Design uart_rx_line_collect, sky130hd; sources not shown.
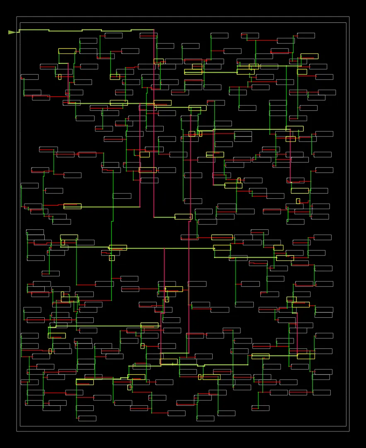
(images/final_clocks.png)
clock buffer count: 44
num sequential: 265

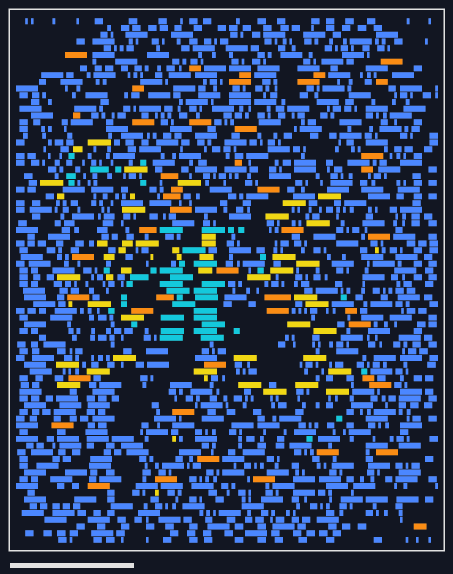
(images/drive_strength.png)
Scale bar: 50 µm.
Key: drive 6 and up = orange [cells 46]; drive 3 to 4 = cyan [cells 46]; drive 1 or less = blue [cells 1311]; drive 2 = yellow [cells 54]
area grow syn2layout: 29.2%
final setup margin: 1.37 ns
post-route cell area: 16700 µm²
non-clock buffer instance count of the final layout: 302

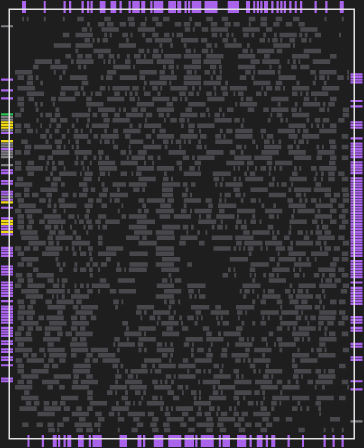
(images/pins.png)
Pins as bars across the die edge, other pins in grey.
Key: `o_line_ascii` = purple [pins 272, direction output, edge 77 right, 72 top, 71 bottom, 52 left]; `o_rx_drop` = green [pins 1, direction output, edge left]; `i_rx_data` = yellow [pins 8, direction input, edge left]
All pins by edge: 78 right, 72 left, 72 top, 71 bottom.
Die Height: 218 µm
port bufs: 276
width of the chip: 175 µm

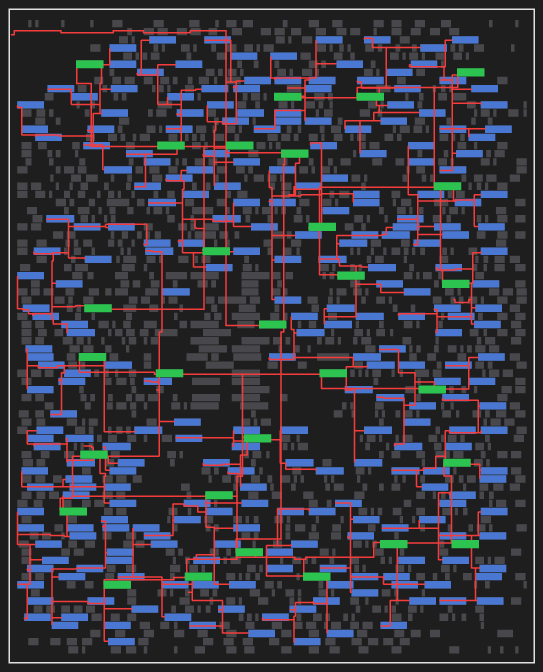
(images/clock_map.png)
Key: flip-flops = blue [count 265]; cells driving clock nets = green [count 29]; clock wires = red [length 4020 µm]
There are 30 routed clock nets. Position of the flops: all over the die.
Clock Power: 0.00239 W
clk_lat worst skew: 0.57 ns
clock power share: 36.6%

==> out/qor.yml <==
critPathMaxStageDelay_ns: 0.88
status: "complete, no violations"
switching_share_pct: 29.5
worstPathCellList: "clkdlybuf4s50_1 -> or4_4 -> o31ai_4 -> buf_12 -> o311ai_0"
yosys_warnings: 0
largest_reg_flops: 256
cts_max_path_buffers: 3
hold_path_class: "input port to async pin"
cp_top_family: "buffers and inverters"
max_freq_mhz: 320
fin_crit_ns: 3.13
intPower_w: 0.00461
start_kind: "input port"
avgSynthCellArea_um2: 10.4
synthFlopType: "dfrtp_1"
synth_cell_types: 57
drtPass1Iterations: 4
routed_wirelength_um: 44700
fin_nets: 1452
cts_resized: 0
power_density_nw_per_um2: 391
maxCapViolCount: 0
rsz0062_at_grt: "no"
grtUsageTotal_pct: 23.1
p_leak_nw: 6.99
routed-wl-met3_um: 2130
clkTransAtPathRegs_ns: 0.06
antenna_cells: 0
drive_above_1_share_pct: 10.0
wl_met1_um: 19700
drtIter0Drc: 653
crit_type: "input port to register"
netlist_area_um2: 12900
cts_hold_buf: 0
viasPerCell: 5.72
wl_met2_um: 22000
path_buffers: 2
slew_headroom_pct: 28.7
worstPathRequired_ns: 4.86
num_rows: 78
ys_area_um2: 12900
drc_errors: 0
enable_flop_cells: 0
grt_max_degree: 125
ys_cells: 1248
endpoint_kind: "register"
crit_fanout: 124
chip_area_um2: 38200
ys_async_sr_fraction_pct: 100
finalHoldViolations: 0
pre_cts_ws_ns: 0.775
antenna_found_initial: 0
arrival_ns: 3.49
ant_nets: 0
power.switching_w: 0.00193
cpMaxStageDelayCell: "or4_4"
top_level_ports: 293
power_w: 0.00654
grt_pass1_wl_um: 68800
root_buffer: "clkbuf_16"
initial_core_util_pct: 35.6
first_global_vias: 11300
period_used_pct: 69.5
post_cts_buffers: 0
p_comb_share_pct: 20.6
final.setup.tns_ns: 0
cts_tree: "done"
numClockSinks: 265
cp_num_cells: 5
seqPwrFrac_pct: 42.8
dp_hpwl_um: 28300
core-area_um2: 36400
cts_buffers: 29
highest_layer: "met4"
ys_seq_elements: 265
htree_num_levels: 1
irDropWorstVdd_uv: 295
regToRegSetupSlack_ns: 1.45
setup_violations: 0
worstMarginPinSlew_ns: 1.07
netlist_instances: 1248
vias: 11100
slew_violations: 0
ff2ff_path_depth: 4
warnings: 35
gp_congestion: 0.747
ys_seq_share_pct: 51.5
overflow: 0
wl_per_cell_um: 23.1
[metrics by stage]
stage          cell area, µm²  util [%]  hold WS [ns]  std cells
2_1_floorplan           13000         -         0.329       1262
3_3_place_gp            15800      43.4         0.396       1885
3_5_place_dp            15800      43.4         0.404       1885
4_1_cts                 16700      46.0         0.153       1937
5_1_grt                 16700      46.0         0.176       1937
6_report                16700      46.0         0.126       1937
[final cells by class]
cell class / count / area (µm²)
fillers: 3986 / 19700
flip-flops and latches: 265 / 6670
multi-input cells: 826 / 5460
repair buffers: 302 / 3010
clock buffers: 44 / 872
well taps: 480 / 601
clock inverters: 8 / 71.3
inverters: 12 / 50.0
[cells in the mapped netlist (3+ instances only)]
library cell  number  area (µm²)
o311ai_4          20         526
nand3_1          183         916
ha_1               4        50.1
o311ai_1          13         114
nor2b_1            5        31.3
o311ai_0         160        1400
clkbuf_1          66         248
or3_1              8        50.1
and3b_1            4        35.0
buf_1              3        11.3
buf_2             37         185
inv_1             12        45.0
a32oi_1            6        52.6
o21ai_0            8        40.0
dfrtp_1          233        5830
dfstp_2           32         841
nand2_1          189         709
and2_1             3        18.8
clkbuf_2           8        40.0
o311ai_2           4        65.1
nor3b_2            3        37.5
nor3_1            29         145
a221oi_1          24         210
buf_4             39         293
a21oi_1           12        60.1
nor2_1            50         188
buf_6              5        56.3
o2bb2ai_1         52         455
[power by group through the flow]
stage	sequential [W]	clock, W	combinational, W
final	0.00280	0.00239	0.00135
after global routing	0.00282	0.00256	0.00144
after CTS	0.00279	0.00247	0.00136
after detailed placement	0.00282	0	0.00136
after global placement	0.00282	0	0.00134
after floorplan	0.00307	0	0.000443
[cells by family (layout without fill, tap and decap cells)]
kind of cell | count (synthesis) | in the layout | share of synthesized area, %
compound gates | 313 | 313 | 23.6
other cells | 2 | 16 | 0.0580
fa+ha+maj | 4 | 4 | 0.386
mux | 2 | 2 | 0.164
flops | 265 | 265 | 51.5
buf+inv | 171 | 366 | 6.90
simple gates | 491 | 491 | 17.4
[metal layers]
| layer | vias up | track usage (%) |
|---|---|---|
| li1 | 5111 | - |
| met3 | 42 | 4.34 |
| met5 | - | 0 |
| met2 | 246 | 39.3 |
| met1 | 5682 | 30.1 |
| met4 | 0 | 6.10 |
[layout by cell type (no fill, tap or decap), types with 8 or more instances in the layout]
master,netlist,routed
o21ai_0,8,8
dfstp_2,32,32
buf_4,39,22
nand3_1,183,183
conb_1,2,16
o2bb2ai_1,52,52
nand2_1,189,189
o311ai_0,160,160
inv_1,12,10
clkdlybuf4s50_1,0,275
clkbuf_8,0,9
o311ai_4,20,20
o311ai_1,13,13
a21oi_1,12,12
nor3_1,29,29
clkbuf_16,0,29
dfrtp_1,233,232
a221oi_1,24,24
or3_1,8,8
nor2_1,50,50
Power figures rest on the tool's default switching activity, not on a simulated workload.
